Fig. 1: run 1, clock wiring as the flow saved it
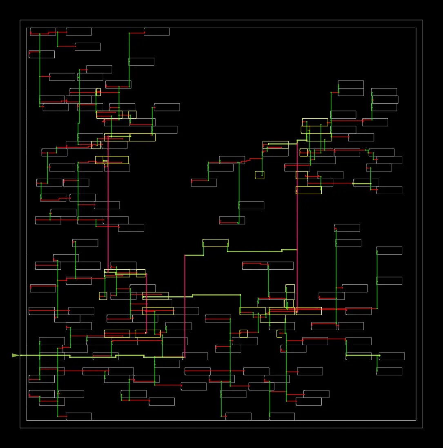
Fig. 2: run 1, selected gate families
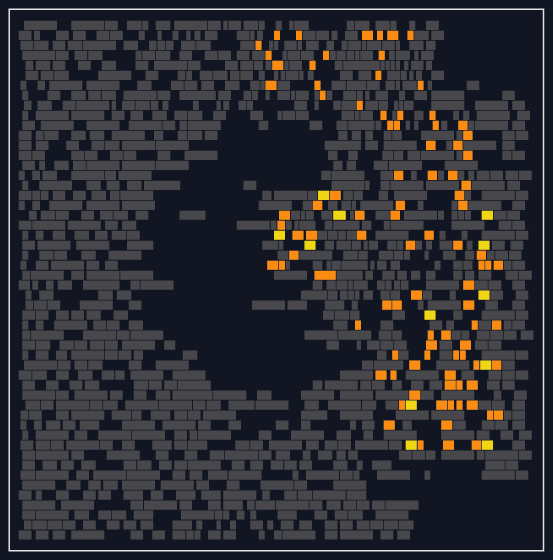
Fig. 3: run 1, I/O nets highlighted
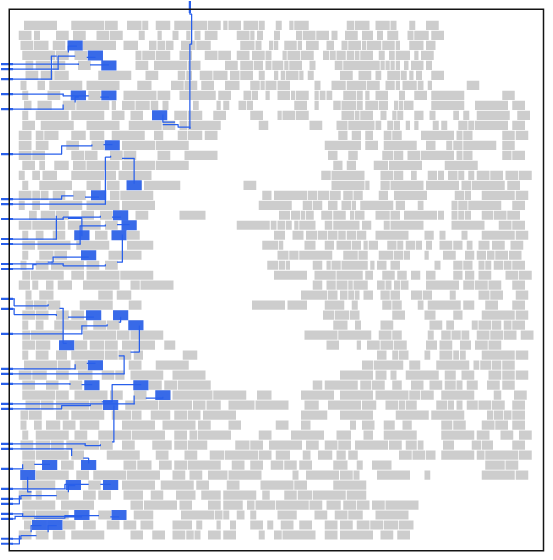
===== config.mk =====
export PLATFORM = sky130hd
export DESIGN_NAME = mem_access
export DESIGN_NICKNAME = d
export VERILOG_FILES = /design/src/rtl/mem_access.sv
export SDC_FILE = /design/constraint.sdc
export NUM_CORES = 1
export LEC_CHECK = 0
export CAP_MARGIN = 20
export CORE_AREA = 2 2 143 145
export DETAILED_ROUTE_END_ITERATION = 10
export DIE_AREA = 0 0 145 147
export PLACE_DENSITY = 0.73
export SYNTH_ARGS = -nofsm -noshare
export SYNTH_HDL_FRONTEND = slang
export SYNTH_SLANG_ARGS = --single-unit

===== constraint.sdc =====
create_clock -name clk -period 2.4 [get_ports clk]
set_clock_uncertainty 0.2 [all_clocks]
set_input_delay 0.36 -clock clk [delete_from_list [all_inputs] [get_ports clk]]
set_output_delay 0.36 -clock clk [all_outputs]
set_load 0.01 [all_outputs]

===== src/rtl/mem_access.sv =====
// Memory-access stage of the RV32I pipeline: decodes load/store, runs the
// req/ack data-memory handshake with a bounded wait, aligns store data,
// extracts load data and registers everything into the writeback register.
module mem_access #(
  parameter int XLEN    = 32,
  parameter int TIMEOUT = 16
) (
  input  logic            clk,
  input  logic            rst_n,
  input  logic            valid_mem,
  input  logic [XLEN-1:0] pc_mem,
  input  logic [XLEN-1:0] alu_mem,
  input  logic [XLEN-1:0] rs2_mem,
  input  logic [XLEN-1:0] instr_mem,
  output logic            dmem_req,
  output logic            dmem_we,
  output logic [XLEN-1:0] dmem_addr,
  output logic [3:0]      dmem_be,
  output logic [XLEN-1:0] dmem_wdata,
  input  logic [XLEN-1:0] dmem_rdata,
  input  logic            dmem_ack,
  output logic            stall_mem,
  output logic [XLEN-1:0] pc_wb,
  output logic [XLEN-1:0] alu_wb,
  output logic [XLEN-1:0] load_wb,
  output logic [XLEN-1:0] instr_wb,
  output logic            valid_wb,
  output logic            exc_wb,
  output logic [3:0]      cause_wb
);

  localparam int CW = (TIMEOUT > 2) ? $clog2(TIMEOUT) : 1;
  // The first request cycle is spent in IDLE, so the wait counter only has to
  // reach TIMEOUT-2 for the whole access to take TIMEOUT cycles.
  localparam logic [CW-1:0] CNT_LAST = CW'(TIMEOUT - 2);

  typedef enum logic {S_IDLE, S_WAIT} state_t;

  state_t          state_q, state_d;
  logic [CW-1:0]   cnt_q, cnt_d;

  logic            valid_wb_q, valid_wb_d, exc_wb_q, exc_wb_d;
  logic [3:0]      cause_wb_q, cause_wb_d;
  logic [XLEN-1:0] pc_wb_q, pc_wb_d, alu_wb_q, alu_wb_d;
  logic [XLEN-1:0] load_wb_q, load_wb_d, instr_wb_q, instr_wb_d;

  logic [2:0]      funct3;
  logic            is_load, is_store, is_mem, misal, mem_go;
  logic            req, timeout_hit, stall;
  logic [3:0]      be;
  logic [XLEN-1:0] wdata, rsh, ld_ext;

  assign funct3   = instr_mem[14:12];
  assign is_load  = (instr_mem[6:0] == 7'b0000011);
  assign is_store = (instr_mem[6:0] == 7'b0100011);
  assign is_mem   = is_load | is_store;

  // Alignment check, lane enables and lane-replicated store data by size
  always_comb begin
    misal = 1'b0;
    be    = 4'b1111;
    wdata = rs2_mem;
    case (funct3[1:0])
      2'b00: begin
        be    = 4'b0001 << alu_mem[1:0];
        wdata = {4{rs2_mem[7:0]}};
      end
      2'b01: begin
        misal = alu_mem[0];
        be    = alu_mem[1] ? 4'b1100 : 4'b0011;
        wdata = {2{rs2_mem[15:0]}};
      end
      default: misal = |alu_mem[1:0];
    endcase
  end

  // Load extraction: bring the addressed lane down to bit 0 then extend
  always_comb begin
    rsh    = dmem_rdata >> {alu_mem[1:0], 3'b000};
    ld_ext = rsh;
    case (funct3[1:0])
      2'b00:   ld_ext = funct3[2] ? {{(XLEN-8){1'b0}}, rsh[7:0]}
                                  : {{(XLEN-8){rsh[7]}}, rsh[7:0]};
      2'b01:   ld_ext = funct3[2] ? {{(XLEN-16){1'b0}}, rsh[15:0]}
                                  : {{(XLEN-16){rsh[15]}}, rsh[15:0]};
      default: ld_ext = rsh;
    endcase
  end

  // Gating with rst_n drops the request the instant reset asserts
  assign mem_go      = valid_mem & is_mem & ~misal;
  assign req         = rst_n & ((state_q == S_WAIT) | mem_go);
  assign timeout_hit = (state_q == S_WAIT) & (cnt_q == CNT_LAST);
  assign stall       = req & ~dmem_ack & ~timeout_hit;

  assign dmem_req   = req;
  assign dmem_we    = req & is_store;
  assign dmem_addr  = req ? {alu_mem[XLEN-1:2], 2'b00} : '0;
  assign dmem_be    = req ? be : 4'b0000;
  assign dmem_wdata = req ? wdata : '0;
  assign stall_mem  = stall;

  // Handshake FSM next state: IDLE issues, WAIT counts until ack or timeout
  always_comb begin
    state_d = state_q;
    cnt_d   = cnt_q;
    case (state_q)
      S_IDLE: if (req && !dmem_ack) begin
        state_d = S_WAIT;
        cnt_d   = '0;
      end
      S_WAIT: if (dmem_ack || timeout_hit) begin
        state_d = S_IDLE;
        cnt_d   = '0;
      end else begin
        cnt_d = cnt_q + CW'(1);
      end
      default: state_d = S_IDLE;
    endcase
  end

  // Writeback next value: bubble while stalled, otherwise retire this entry
  always_comb begin
    valid_wb_d = 1'b0;
    pc_wb_d    = pc_wb_q;
    alu_wb_d   = alu_wb_q;
    instr_wb_d = instr_wb_q;
    load_wb_d  = load_wb_q;
    exc_wb_d   = exc_wb_q;
    cause_wb_d = cause_wb_q;
    if (!stall) begin
      valid_wb_d = valid_mem;
      pc_wb_d    = pc_mem;
      alu_wb_d   = alu_mem;
      instr_wb_d = instr_mem;
      load_wb_d  = (valid_mem && is_load && req && dmem_ack) ? ld_ext : '0;
      exc_wb_d   = 1'b0;
      cause_wb_d = 4'd0;
      if (valid_mem && is_mem && misal) begin
        exc_wb_d   = 1'b1;
        cause_wb_d = is_load ? 4'd4 : 4'd6;
      end else if (req && !dmem_ack && timeout_hit) begin
        exc_wb_d   = 1'b1;
        cause_wb_d = is_load ? 4'd5 : 4'd7;
      end
    end
  end

  // State, wait counter and writeback register
  always_ff @(posedge clk or negedge rst_n) begin
    if (!rst_n) begin
      state_q    <= S_IDLE;
      cnt_q      <= '0;
      valid_wb_q <= 1'b0;
      pc_wb_q    <= '0;
      alu_wb_q   <= '0;
      instr_wb_q <= '0;
      load_wb_q  <= '0;
      exc_wb_q   <= 1'b0;
      cause_wb_q <= 4'd0;
    end else begin
      state_q    <= state_d;
      cnt_q      <= cnt_d;
      valid_wb_q <= valid_wb_d;
      pc_wb_q    <= pc_wb_d;
      alu_wb_q   <= alu_wb_d;
      instr_wb_q <= instr_wb_d;
      load_wb_q  <= load_wb_d;
      exc_wb_q   <= exc_wb_d;
      cause_wb_q <= cause_wb_d;
    end
  end

  assign valid_wb = valid_wb_q;
  assign pc_wb    = pc_wb_q;
  assign alu_wb   = alu_wb_q;
  assign instr_wb = instr_wb_q;
  assign load_wb  = load_wb_q;
  assign exc_wb   = exc_wb_q;
  assign cause_wb = cause_wb_q;

endmodule


==> impl_metrics.yaml <==
# synthesis and place-and-route metrics
setup_path:
  cp.depth: 9
  r2r-start: "cnt_q[0]$_DFFE_PN0P_"
  critPathBufInv: 5
  cp.arrival_ps: 1820
  cp_cell_sequence: "buf_6, or3b_4, o21ai_4, buf_6, nand2_8, buf_16, buf_8, a21oi_2, buf_2"
  r2r_slack_ps: 100
  cp-end-kind: "output pin"
global_route:
  grt_pass1_vias: 6873
  antenna_found_initial: 0
yosys:
  synthCells: 598
  yosys.area.top_type: "dfrtp_1"
  yosys_area_um2: 6870
  ys_sh_aoi_pct: 10.6
  synth.cellmix.simpleShare_pct: 12.5
  avgSynthCellArea_um2: 11.5
  edf_count: 0
  yosys_warnings: 0
  ys_cells: 598
floorplan:
  die_h_um: 147
  fp-utilization_pct: 34.6
sta:
  drv_slew: 0
  rsz0062_at_grt: "yes"
  tightest_slew_ps: 885
  max_freq_ghz: 0.419
detailed_routing:
  ant_nets: 0
  wl_per_cell_um: 19.9
  via_per_inst: 5.10
  drc: 0
clocking:
  cts-root-buf: "clkbuf_16"
  clock_path_buffers: 2
  cts_buffers: 17
min_path:
  hold_path_class: "input port to flop"
  min_to: "instr_wb[6]$_DFFE_PN0N_"
placed_design:
  dp_hpwl_um: 18700
  post-place-ws_ps: -681
  dp_cells: 1245
run_status:
  status: "completed"
pwr:
  peakVddDrop_v: 0.000467
Notes on Fig. 1 above:
clk sinks: 137
clk_lat worst skew: 410 ps
Power Clock: 2.55 mW

Notes on Fig. 2 above:
family	color	cells
non-inverting ao/oa cells	yellow	12
aoi and oai cells	orange	94
most common logic cell in the routed design: clkdlybuf4s50_1
Comb/total area: 27.4%
Finished Layout Cells: 1296

Notes on Fig. 3 above:
port	color	bits	direction	edge	end cells	buffers	wire
pc_mem	blue	32	input	31 left, 1 top	32	32	817 um
port bufs: 365
I/O Pins: 369

==> run 1: metrics by stage <==
stage	power, mW	hold slack [ps]
floorplan	2.82	-136
global placement	3.47	232
detailed placement	3.48	233
CTS	6.06	111
global route	6.24	93.3
finish	6.03	99.1
==> run 1: worst min-delay path, stage by stage <==
cell,delay (ps)
buf_6,70
buf_4,110
mux2_2,140
==> run 1: metal layers <==
metal	GRT usage [%]	part of all wire, %	up-vias
met5	0	0	-
met1	28.1	39	3239
met3	7.05	7.9	48
met4	8.22	2.6	0
met2	41.3	50	308
li1	-	-	3012
==> run 1: sequential cells by signal, summed over array words and instances (netlist names) <==
register / count
alu_wb: 32
instr_wb: 32
load_wb: 32
pc_wb: 32
cnt_q: 4
cause_wb: 2
exc_wb: 1
state_q: 1
valid_wb: 1
==> run 1: cells in the mapped netlist (all sizes together), types with 2 or more instances <==
master   number
o21ai         6
o31ai         2
o211ai       18
nand2        20
nor4          2
nand4bb       2
nor2b        10
nand3b        3
o31a          2
nor2         32
a21oi        38
nand3        28
or4           8
or2           2
buf          32
clkbuf       23
dfrtp       137
mux2i        35
nor3          5
inv           9
o2bb2ai      17
a211oi        7
mux2         94
and3         39
a22o          9
ha            2
==> run 1: layout make-up <==
cell class	count	area, um^2
Fill cell	1679	8030
Timing Repair Buffer	449	4210
Sequential cell	137	3430
Multi-Input combinational cell	399	3240
Clock buffer	18	429
Tap cell	270	338
Clock inverter	14	136
Inverter	9	33.8
==> run 1: what timing repair did <==
action                                  CTS  global route
endpoints found under the setup margin  167            63
buffers inserted                         12             3
gates resized                           249            77
hold buffers                              2             0
hold endpoints to repair                 78             0
pin swaps                                 6             8
gates cloned                              4             0
Power is estimated from default activity; no workload was simulated.
